Run 1, a small window of the routed layout:
Region (6, 67) to (56, 117) um. Cells in gray, sequential cells in the stronger gray; small squares are vias.
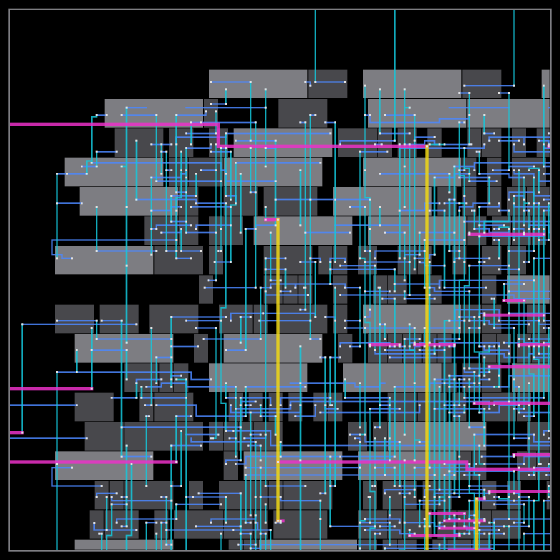
Run 1, selected gate families:
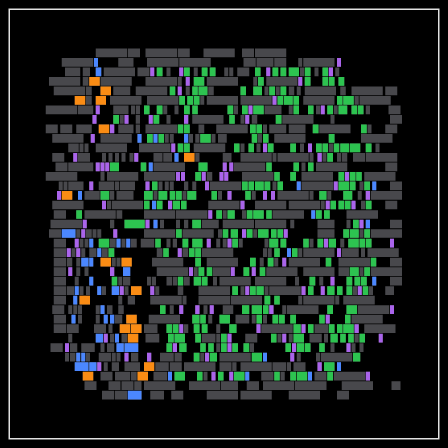
Run 1, supply network:
Pins as bars on the die edge.
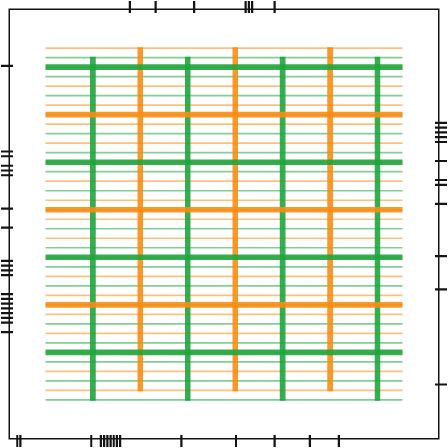
===== src/rtl/dct_writeback_ctrl.sv =====
// rtl/dct_writeback_ctrl.sv - DCT coefficient write-back scheduler (round/scale/saturate, FIFO, memory handshake)
//
// Ports:
//   clock        rising-edge clock
//   reset_MAC    asynchronous active-low reset
//   ready        1-cycle pulse: acc_in/u/v carry a finished coefficient
//   u, v         frequency indices of the finished coefficient
//   acc_in       signed MAC accumulator value
//   mem_ack      memory accepted the current write (only meaningful while wr_en=1)
//   wr_en        write request valid
//   wr_addr      {u,v} coefficient address
//   wr_data      rounded, scaled, saturated coefficient
//   stall        registered FIFO-nearly-full indication to the FSM
//   frame_done   1-cycle pulse after the 64th acknowledged write of a block
//   overflow_err sticky: a ready was dropped because the FIFO was full

module dct_writeback_ctrl #(
    parameter int ACC_W = 22,
    parameter int OUT_W = 12,
    parameter int SHIFT = 3,
    parameter int DEPTH = 4
) (
    input  logic                    clock,
    input  logic                    reset_MAC,
    input  logic                    ready,
    input  logic [2:0]              u,
    input  logic [2:0]              v,
    input  logic signed [ACC_W-1:0] acc_in,
    input  logic                    mem_ack,
    output logic                    wr_en,
    output logic [5:0]              wr_addr,
    output logic [OUT_W-1:0]        wr_data,
    output logic                    stall,
    output logic                    frame_done,
    output logic                    overflow_err
);

    localparam int AW = $clog2(DEPTH);
    localparam int CW = AW + 1;
    localparam int EW = 6 + OUT_W;

    localparam logic signed [ACC_W:0] RND     = (ACC_W+1)'(1) <<< (SHIFT-1);
    localparam logic signed [ACC_W:0] SAT_MAX = (ACC_W+1)'((64'sd1 <<< (OUT_W-1)) - 64'sd1);
    localparam logic signed [ACC_W:0] SAT_MIN = ~SAT_MAX;

    typedef enum logic {ST_IDLE, ST_WRITE} state_t;

    state_t            state_q, state_d;
    logic [EW-1:0]     fifo_q [DEPTH];
    logic [EW-1:0]     fifo_d [DEPTH];
    logic [AW-1:0]     wr_ptr_q, wr_ptr_d, rd_ptr_q, rd_ptr_d;
    logic [CW-1:0]     count_q, count_d;
    logic [5:0]        wcnt_q, wcnt_d;
    logic              wr_en_q, wr_en_d;
    logic [5:0]        wr_addr_q, wr_addr_d;
    logic [OUT_W-1:0]  wr_data_q, wr_data_d;
    logic              stall_q, stall_d;
    logic              frame_done_q, frame_done_d;
    logic              overflow_q, overflow_d;

    logic signed [ACC_W:0] rnd_sum, shifted;
    logic [OUT_W-1:0]      sat_val;
    logic [EW-1:0]         push_entry, head_entry, next_entry;
    logic                  pop, push;

    // Round half up, arithmetic shift, clamp. One extra bit keeps the rounding add from wrapping.
    always_comb begin
        rnd_sum = $signed({acc_in[ACC_W-1], acc_in}) + RND;
        shifted = rnd_sum >>> SHIFT;
        sat_val = shifted[OUT_W-1:0];
        if (shifted > SAT_MAX) begin
            sat_val = SAT_MAX[OUT_W-1:0];
        end else if (shifted < SAT_MIN) begin
            sat_val = SAT_MIN[OUT_W-1:0];
        end
        push_entry = {u, v, sat_val};
    end

    // The entry being written stays in the FIFO until acknowledged, so count includes it.
    always_comb begin
        pop  = (state_q == ST_WRITE) && mem_ack;
        // A full FIFO still accepts when the head leaves on the same edge.
        push = ready && ((count_q < CW'(DEPTH)) || pop);

        head_entry = fifo_q[rd_ptr_q];
        // After a pop with only the head queued, the entry pushed this edge is bypassed straight out.
        next_entry = (count_q > CW'(1)) ? fifo_q[rd_ptr_q + AW'(1)] : push_entry;

        fifo_d   = fifo_q;
        wr_ptr_d = wr_ptr_q;
        rd_ptr_d = rd_ptr_q;
        if (push) begin
            fifo_d[wr_ptr_q] = push_entry;
            wr_ptr_d         = wr_ptr_q + AW'(1);
        end
        if (pop) begin
            rd_ptr_d = rd_ptr_q + AW'(1);
        end

        count_d      = count_q + CW'(push) - CW'(pop);
        stall_d      = (count_d >= CW'(DEPTH-1));
        wcnt_d       = wcnt_q + 6'(pop);
        frame_done_d = pop && (wcnt_q == 6'd63);
        overflow_d   = overflow_q | (ready & ~push);
    end

    always_comb begin
        state_d   = state_q;
        wr_en_d   = wr_en_q;
        wr_addr_d = wr_addr_q;
        wr_data_d = wr_data_q;
        case (state_q)
            ST_IDLE: begin
                if (count_q != '0) begin
                    {wr_addr_d, wr_data_d} = head_entry;
                    wr_en_d = 1'b1;
                    state_d = ST_WRITE;
                end
            end
            ST_WRITE: begin
                if (pop) begin
                    if ((count_q > CW'(1)) || push) begin
                        {wr_addr_d, wr_data_d} = next_entry;
                    end else begin
                        wr_en_d = 1'b0;
                        state_d = ST_IDLE;
                    end
                end
            end
            default: begin
                wr_en_d = 1'b0;
                state_d = ST_IDLE;
            end
        endcase
    end

    always_ff @(posedge clock or negedge reset_MAC) begin
        if (!reset_MAC) begin
            state_q      <= ST_IDLE;
            for (int i = 0; i < DEPTH; i++) begin
                fifo_q[i] <= '0;
            end
            wr_ptr_q     <= '0;
            rd_ptr_q     <= '0;
            count_q      <= '0;
            wcnt_q       <= '0;
            wr_en_q      <= 1'b0;
            wr_addr_q    <= '0;
            wr_data_q    <= '0;
            stall_q      <= 1'b0;
            frame_done_q <= 1'b0;
            overflow_q   <= 1'b0;
        end else begin
            state_q      <= state_d;
            fifo_q       <= fifo_d;
            wr_ptr_q     <= wr_ptr_d;
            rd_ptr_q     <= rd_ptr_d;
            count_q      <= count_d;
            wcnt_q       <= wcnt_d;
            wr_en_q      <= wr_en_d;
            wr_addr_q    <= wr_addr_d;
            wr_data_q    <= wr_data_d;
            stall_q      <= stall_d;
            frame_done_q <= frame_done_d;
            overflow_q   <= overflow_d;
        end
    end

    assign wr_en        = wr_en_q;
    assign wr_addr      = wr_addr_q;
    assign wr_data      = wr_data_q;
    assign stall        = stall_q;
    assign frame_done   = frame_done_q;
    assign overflow_err = overflow_q;

endmodule


===== config.mk =====
export PLATFORM = sky130hd
export DESIGN_NAME = dct_writeback_ctrl
export DESIGN_NICKNAME = d
export VERILOG_FILES = /design/src/rtl/dct_writeback_ctrl.sv
export SDC_FILE = /design/constraint.sdc
export NUM_CORES = 1
export LEC_CHECK = 0
export ABC_AREA = 1
export CORE_MARGIN = 10
export CORE_UTILIZATION = 60
export DETAILED_ROUTE_END_ITERATION = 10
export HOLD_SLACK_MARGIN = 0.02
export PLACE_DENSITY = 0.79
export SYNTH_ARGS = -nofsm -noshare
export SYNTH_HDL_FRONTEND = slang
export SYNTH_SLANG_ARGS = --single-unit

===== constraint.sdc =====
create_clock -name clock -period 5.9 [get_ports clock]
set_input_delay 0.59 -clock clock [delete_from_list [all_inputs] [get_ports clock]]
set_output_delay 0.59 -clock clock [all_outputs]
set_load 0.01 [all_outputs]

==> impl_metrics.py, run 1 <==
# Generated from Yosys and OpenROAD reports
metrics = {
    "status": {
        "outcome": "complete, no violations",
    },
    "final_layout": {
        "inv_count": 108,
        "num-nonclk-buffers": 56,
        "antennaDiodeCount": 0,
        "final_layout_top_logic_cells": "sky130_fd_sc_hd__nand2_1, sky130_fd_sc_hd__dfrtp_1, sky130_fd_sc_hd__o21ai_0",
        "drive_above_1_share_pct": 7.50,
        "final-seq-area_mm2": 0.00270,
        "final_util_pct": 68.1,
        "fin_nets": 880,
        "num-fill-cells": 899,
        "clkbuf_count": 14,
    },
    "routing": {
        "wirelength_met1_um": 6890,
        "drt_pass_1_iters": 5,
        "drt_first_iter_violations": 611,
        "met2WireLength_um": 7810,
    },
    "logic_synthesis": {
        "synthSimpleGateAreaFrac_pct": 20.4,
        "post_synth_inst_count": 810,
        "synth.cell_area_mm2": 0.00629,
        "synth.avg_cell_area_um2": 7.77,
        "fa_ha_area_share_pct": 2.70,
        "netlist.top_cell.by_area": "sky130_fd_sc_hd__dfrtp_1",
        "mux_share_pct": 0,
        "synth-seq-cells": 108,
        "synth.logic.top_family": "AND-OR/OR-AND gates",
        "ff_type": "sky130_fd_sc_hd__dfrtp_1",
    },
    "clocking": {
        "post_cts.resized_instances": 0,
        "cts_setup_buffers": 0,
        "cts.hold.buffers_added": 0,
        "clk_path_buf_depth": 2,
        "clkSlewWorstSetupHoldPaths_ns": 0.10,
        "ctsHtreeMaxLevel": 3,
    },
    "sta": {
        "totalNegativeSetupSlack_ns": 0,
        "worst_pin_slew_ns": 1.19,
        "finClkSkew_ns": 0.0148,
        "rsz0062_at_grt": "false",
        "finalCriticalPeriod_ns": 3.32,
        "post-route-period-util_pct": 56.3,
    },
    "pwr": {
        "power.share.switching_pct": 45.8,
        "pwr.group.clock_mw": 0.443,
        "static-leakage-power_nw": 3.20,
        "power_density_mw_per_mm2": 524,
        "p_int_mw": 1.98,
    },
    "critical_path": {
        "critical_path_cell_by_cell": "clkinv_1 > nor2_1 > inv_1 > nor2_1 > inv_1 > nand2_1 > buf_4 > inv_1 > nor2_1 > a21oi_2",
        "worst_path_max_delay_cell": "sky130_fd_sc_hd__dfrtp_1",
        "arrival_ns": 3.59,
        "crit_family": "buffers and inverters",
        "endpoint_kind": "register",
        "worstSetupStartpoint": "state_q",
        "startpoint_types": "register",
        "timing.rr.end": "wr_data[1]",
        "cp_num_cells": 10,
        "cp_max_fo": 25,
        "critical_path.endpoint": "wr_data[1]",
    },
    "floorplan": {
        "count_of_pins_on_the_block_boundary": 54,
    },
    "global_routing": {
        "grt_pass1_vias": 5667,
        "overflow": 0,
        "global_route_met2_utilization_pct": 36.8,
        "global_route.usage.met1_pct": 28.5,
    },
    "placed_design": {
        "pre_cts_slack_ns": 2.41,
        "place_congestion": 0.845,
        "detailed_place_hpwl_um": 10700,
        "placed_area_mm2": 0.00680,
    },
    "job": {
        "max_cap_viol_count": 0,
    },
}
-- 'a small window of the routed layout' (at the start) --
[cyan] met2
[yellow] met4
[blue] met1
[magenta] met3
cells with their middle in the window: 161
most frequent: nand2_1 (36), dfrtp_1 (23), inv_1 (21)
netlist names of flops here include: fifo_q (10), wcnt_q (6), wr_ptr_q (2)
sequential cells in the window: 23

-- 'selected gate families' (at the start) --
[purple] inverters | cells: 108
[orange] XOR/XNOR gates | cells: 18
[blue] NOR gates | cells: 47
[green] inverting AOI/OAI gates | cells: 240
Non-Filler Instances: 976
logic gate fraction of the total cell area: 42.6%
most used logic cell in the final layout: sky130_fd_sc_hd__nand2_1

-- 'supply network' (at the start) --
[green] VSS
[orange] VDD
met4 straps: 7
met5 straps: 7
met1 rails: 38
signal pins: 54
Die W: 122 um
Die Y-Extent: 122 um
maximum vdd ir drop: 348 uV
core region area: 0.0103 mm^2

Run 1, register map, names as in the netlist:
Other sequential cells in the stronger gray, the rest of the logic in the fainter gray.
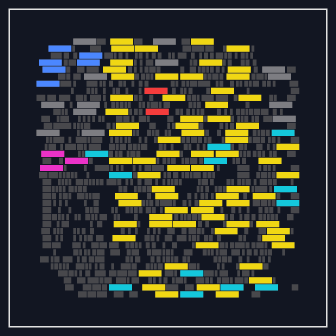

--- run 2 (diff from run 1) ---
--- a/config.mk
+++ b/config.mk
@@ -7,10 +7,10 @@
 export LEC_CHECK = 0
 export ABC_AREA = 1
 export CORE_MARGIN = 10
-export CORE_UTILIZATION = 60
+export CORE_UTILIZATION = 53
 export DETAILED_ROUTE_END_ITERATION = 10
 export HOLD_SLACK_MARGIN = 0.02
-export PLACE_DENSITY = 0.79
+export PLACE_DENSITY = 0.74
 export SYNTH_ARGS = -nofsm -noshare
 export SYNTH_HDL_FRONTEND = slang
 export SYNTH_SLANG_ARGS = --single-unit
==> constraint.sdc (replaced) <==
create_clock -name clock -period 2.88 [get_ports clock]
set_input_delay 0.288 -clock clock [delete_from_list [all_inputs] [get_ports clock]]
set_output_delay 0.288 -clock clock [all_outputs]
set_load 0.01 [all_outputs]
Run 2, register map, names as in the netlist:
Other sequential cells in the stronger gray, the rest of the logic in the fainter gray.
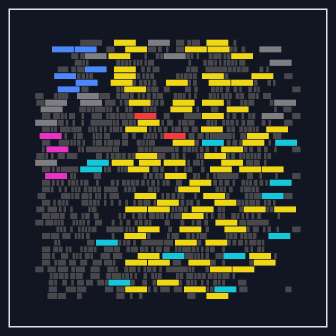
[yellow] fifo_q | sequential cells: 72
[blue] wcnt_q | sequential cells: 6 | where: upper left
[magenta] count_q | sequential cells: 3
[red] rd_ptr_q | sequential cells: 2
[cyan] wr_data | sequential cells: 12

Run 2, the clock network:
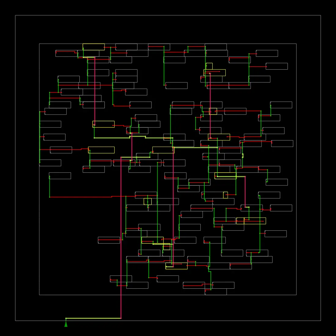
total number of sequential cells: 108
clock buffers: 9
number of buffers created by CTS: 9
Clock group: 1.28 mW
Clock Latency Late Sink: 0.36 ns

Run 2, supply network:
Pins as bars on the die edge.
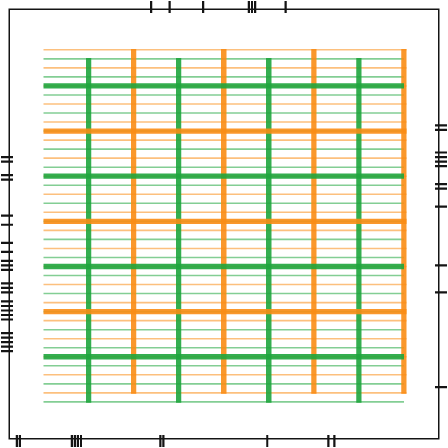
[green] VSS
[orange] VDD
met5 straps: 7
signal pins: 54
met1 rails: 40
met4 straps: 8
rows: 39
core region area: 0.0115 mm^2
Die W: 129 um
maximum vdd ir drop: 736 uV

==> impl_metrics.py, run 2 <==
# Generated from Yosys and OpenROAD reports
metrics = {
    "status": {
        "outcome": "finished with violations",
        "failed_checks": "negative hold slack",
    },
    "worst_hold_path": {
        "hold_path.class": "in -> async",
    },
    "global_routing": {
        "groute.layer.met3.usage_pct": 4.39,
        "grt_most_used_layer": "met2",
        "global_route_met2_utilization_pct": 33.8,
        "global_route.usage.met1_pct": 25.8,
        "grt_first_pass_wirelength_um": 27800,
        "overflow": 0,
        "grt_pass1_vias": 5738,
    },
    "logic_synthesis": {
        "netlist.top_cell.by_instances": "sky130_fd_sc_hd__nand2_1",
        "flip_flops_with_a_built_in_enable": 0,
        "netlist.top_cell.by_area": "sky130_fd_sc_hd__dfrtp_1",
        "mux_share_pct": 0,
        "synth.logic.top_family": "AND-OR/OR-AND gates",
        "ff_type": "sky130_fd_sc_hd__dfrtp_1",
        "synthesis.nets": 855,
        "synth.cell_area_mm2": 0.00629,
        "ys_top_cells_by_area": "sky130_fd_sc_hd__dfrtp_1, sky130_fd_sc_hd__nand2_1, sky130_fd_sc_hd__o21ai_0",
        "synth-seq-area-share_pct": 43.0,
        "fa_ha_area_share_pct": 2.70,
        "synth-xor-area-share_pct": 2.51,
        "synth-seq-cells": 108,
        "synthSimpleGateAreaFrac_pct": 20.4,
        "synth.avg_cell_area_um2": 7.77,
        "post_synth_inst_count": 810,
    },
    "final_layout": {
        "final_util_pct": 63.5,
        "final-seq-area_mm2": 0.00270,
        "final_cell_count_no_fill": 1006,
        "syn_to_layout_area_delta_pct": 16.2,
        "drive_above_1_share_pct": 10.2,
        "antennaDiodeCount": 0,
        "final_layout_top_logic_cells": "sky130_fd_sc_hd__nand2_1, sky130_fd_sc_hd__dfrtp_1, sky130_fd_sc_hd__o21ai_0",
        "fin_nets": 903,
        "num-fill-cells": 1028,
        "final_common_cell": "sky130_fd_sc_hd__nand2_1",
        "num-nonclk-buffers": 79,
        "comb_area_share_pct": 40.8,
        "inv_count": 108,
    },
    "placed_design": {
        "pre_cts_slack_ns": 0.212,
        "detailed_place_hpwl_um": 11400,
        "placed_area_mm2": 0.00701,
        "place_congestion": 0.869,
    },
    "pwr": {
        "power_density_mw_per_mm2": 1100,
        "power.share.switching_pct": 44.0,
        "share_clk_of_total_power_pct": 15.9,
        "p_int_mw": 4.50,
        "static-leakage-power_nw": 3.36,
    },
    "clocking": {
        "clkSinkCount": 108,
        "clk_path_buf_depth": 2,
        "cts_setup_buffers": 0,
        "cts.hold.buffers_added": 0,
        "post_cts.resized_instances": 0,
        "clkSlewWorstSetupHoldPaths_ns": 0.08,
        "ctsHtreeMaxLevel": 3,
    },
    "critical_path": {
        "critical_path_cell_by_cell": "clkdlybuf4s50_1 > ha_1 > nand2_2 > nor2_4 > nand2_2 > o21ai_1 > nand2_1 > nor2_1 > nand3_1 > o21ai_4 > buf_4 > nand3_2 > nand2_1 > a21oi_2",
        "arrival_ns": 2.57,
        "r2r_slack_ns": 0.77,
        "cp_num_cells": 14,
        "worstSetupStartpoint": "acc_in[3]",
        "startpoint_types": "input pin",
        "crit_family": "simple AND/OR/NAND/NOR gates",
        "critical_path.endpoint": "wr_data[6]",
        "timing.rr.end": "wr_data[6]",
        "worst_path_max_delay_cell": "sky130_fd_sc_hd__clkdlybuf4s50_1",
        "cp_max_fo": 8,
        "endpoint_kind": "register",
    },
    "sta": {
        "finalCriticalPeriod_ns": 2.32,
        "worst_pin_slew_ns": 0.758,
        "holdWs_ns": -0.00877,
        "rsz0062_at_grt": "false",
        "timing_hold_violations_final": 11,
        "totalNegativeSetupSlack_ns": 0,
        "finClkSkew_ns": 0.00994,
        "post-route-period-util_pct": 80.5,
    },
    "job": {
        "max_cap_viol_count": 0,
        "warnings": 33,
    },
    "routing": {
        "detail_route.wirelength_um": 16500,
        "drt_pass_1_iters": 5,
        "drt_first_iter_violations": 611,
        "avgRoutedWirePerCell_um": 16.4,
        "met2WireLength_um": 7800,
        "wirelength_met1_um": 6790,
    },
    "floorplan": {
        "count_of_pins_on_the_block_boundary": 54,
        "floorplan.tapcells": 143,
        "die-area_mm2": 0.0166,
    },
}
Run 2, selected gate families:
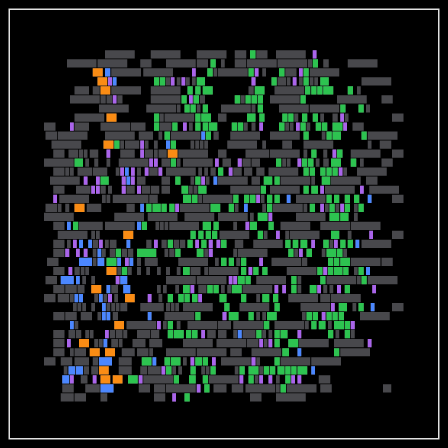

--- run 3 (diff from run 2) ---
--- a/config.mk
+++ b/config.mk
@@ -7,10 +7,10 @@
 export LEC_CHECK = 0
 export ABC_AREA = 1
 export CORE_MARGIN = 10
-export CORE_UTILIZATION = 53
+export CORE_UTILIZATION = 59
 export DETAILED_ROUTE_END_ITERATION = 10
 export HOLD_SLACK_MARGIN = 0.02
-export PLACE_DENSITY = 0.74
+export PLACE_DENSITY = 0.78
 export SYNTH_ARGS = -nofsm -noshare
 export SYNTH_HDL_FRONTEND = slang
 export SYNTH_SLANG_ARGS = --single-unit
==> constraint.sdc (replaced) <==
create_clock -name clock -period 2.42 [get_ports clock]
set_input_delay 0.242 -clock clock [delete_from_list [all_inputs] [get_ports clock]]
set_output_delay 0.242 -clock clock [all_outputs]
set_load 0.01 [all_outputs]
Run 3, selected gate families:
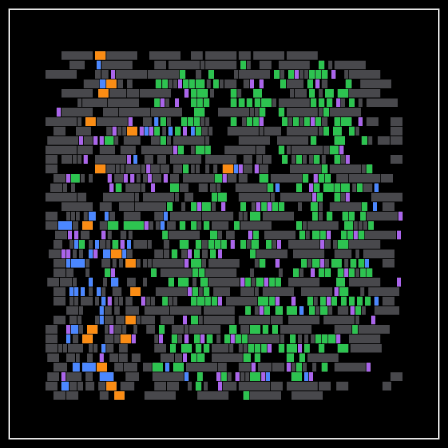
[purple] inverters | cells: 108
[green] inverting AOI/OAI gates | cells: 240
[blue] NOR gates | cells: 47
[orange] XOR/XNOR gates | cells: 18
Non-Filler Instances: 1,020
logic gate fraction of the total cell area: 40.6%

Run 3, supply network:
Pins as bars on the die edge.
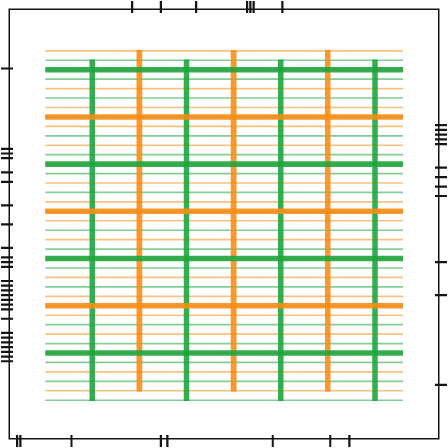
[green] VSS
[orange] VDD
met5 straps: 7
signal pins: 54
rows: 37

==> impl_metrics.py, run 3 <==
# Generated from Yosys and OpenROAD reports
metrics = {
    "global_routing": {
        "grt_most_used_layer": "met2",
        "grt_first_pass_wirelength_um": 26100,
        "global_route_met2_utilization_pct": 35.2,
    },
    "routing": {
        "drt_first_iter_violations": 546,
        "drt_pass_1_iters": 5,
        "met2WireLength_um": 7280,
    },
    "logic_synthesis": {
        "post_synth_inst_count": 810,
        "netlist.top_cell.by_area": "sky130_fd_sc_hd__dfrtp_1",
        "synthSimpleGateAreaFrac_pct": 20.4,
        "synth.avg_cell_area_um2": 7.77,
        "synth.cell_area_mm2": 0.00629,
        "synthesis.nets": 855,
        "flip_flops_with_a_built_in_enable": 0,
    },
    "sta": {
        "worst_pin_slew_ns": 1.08,
        "finalCriticalPeriod_ns": 2.22,
        "rsz0062_at_grt": "false",
        "totalNegativeSetupSlack_ns": 0,
        "holdWs_ns": 0.357,
    },
    "clocking": {
        "ctsHtreeMaxLevel": 3,
        "clkSinkCount": 108,
        "cts.hold.buffers_added": 1,
        "cts-buffers-inserted": 9,
        "clk_path_buf_depth": 2,
    },
    "critical_path": {
        "critical_path_cell_by_cell": "inv_1 > ha_1 > nand2_1 > nand2_1 > nand2_1 > nor2_1 > a221oi_1 > o21ai_0",
        "startpoint_types": "register",
        "r2r_slack_ns": 0.20,
        "cp_max_fo": 12,
        "worstSetupStartpoint": "count_q[1]",
        "worst_path_max_delay_cell": "sky130_fd_sc_hd__nor2_1",
        "arrival_ns": 2.53,
        "endpoint_kind": "register",
        "crit_family": "simple AND/OR/NAND/NOR gates",
    },
    "job": {
        "warnings": 33,
        "max_cap_viol_count": 0,
    },
    "pwr": {
        "static-leakage-power_nw": 3.41,
        "power.share.switching_pct": 45.0,
        "worst_ir_drop_vdd_uv": 665,
        "p_int_mw": 4.95,
        "share_clk_of_total_power_pct": 11.2,
    },
    "placed_design": {
        "placed_area_mm2": 0.00716,
        "place_congestion": 0.835,
        "pre_cts_slack_ns": -0.120,
    },
    "floorplan": {
        "floorplan.tapcells": 136,
        "core_area_mm2": 0.0104,
        "die_w_um": 123,
    },
    "final_layout": {
        "final_common_cell": "sky130_fd_sc_hd__nand2_1",
        "final_layout_top_logic_cells": "sky130_fd_sc_hd__nand2_1, sky130_fd_sc_hd__dfrtp_1, sky130_fd_sc_hd__o21ai_0",
        "final_util_pct": 70.8,
        "inv_count": 108,
        "final-seq-area_mm2": 0.00270,
        "fin_nets": 925,
        "syn_to_layout_area_delta_pct": 16.6,
        "num-nonclk-buffers": 101,
    },
    "status": {
        "outcome": "complete, no violations",
    },
}
Run 3, a small window of the routed layout:
Region (6, 67) to (56, 117) um. Cells in gray, sequential cells in the stronger gray; small squares are vias.
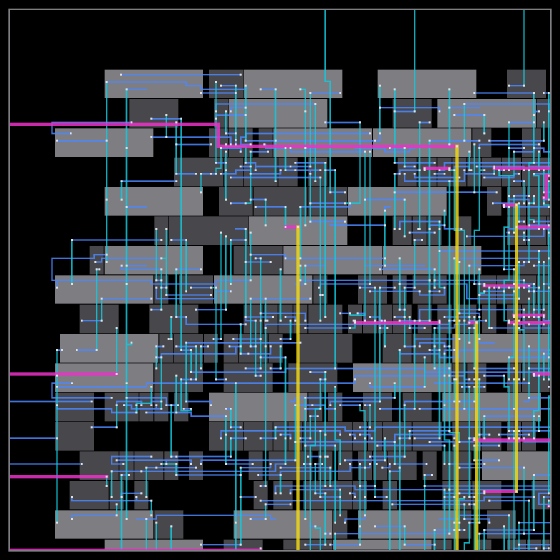
[cyan] met2
[yellow] met4
[magenta] met3
[blue] met1
netlist names of flops here include: fifo_q (10), wcnt_q (6), count_q (3)
sequential cells in the window: 26
most frequent: nand2_1 (30), dfrtp_1 (26), inv_1 (25)
cells with their middle in the window: 165

No activity file was given, so power comes from the tool's default toggle rates.
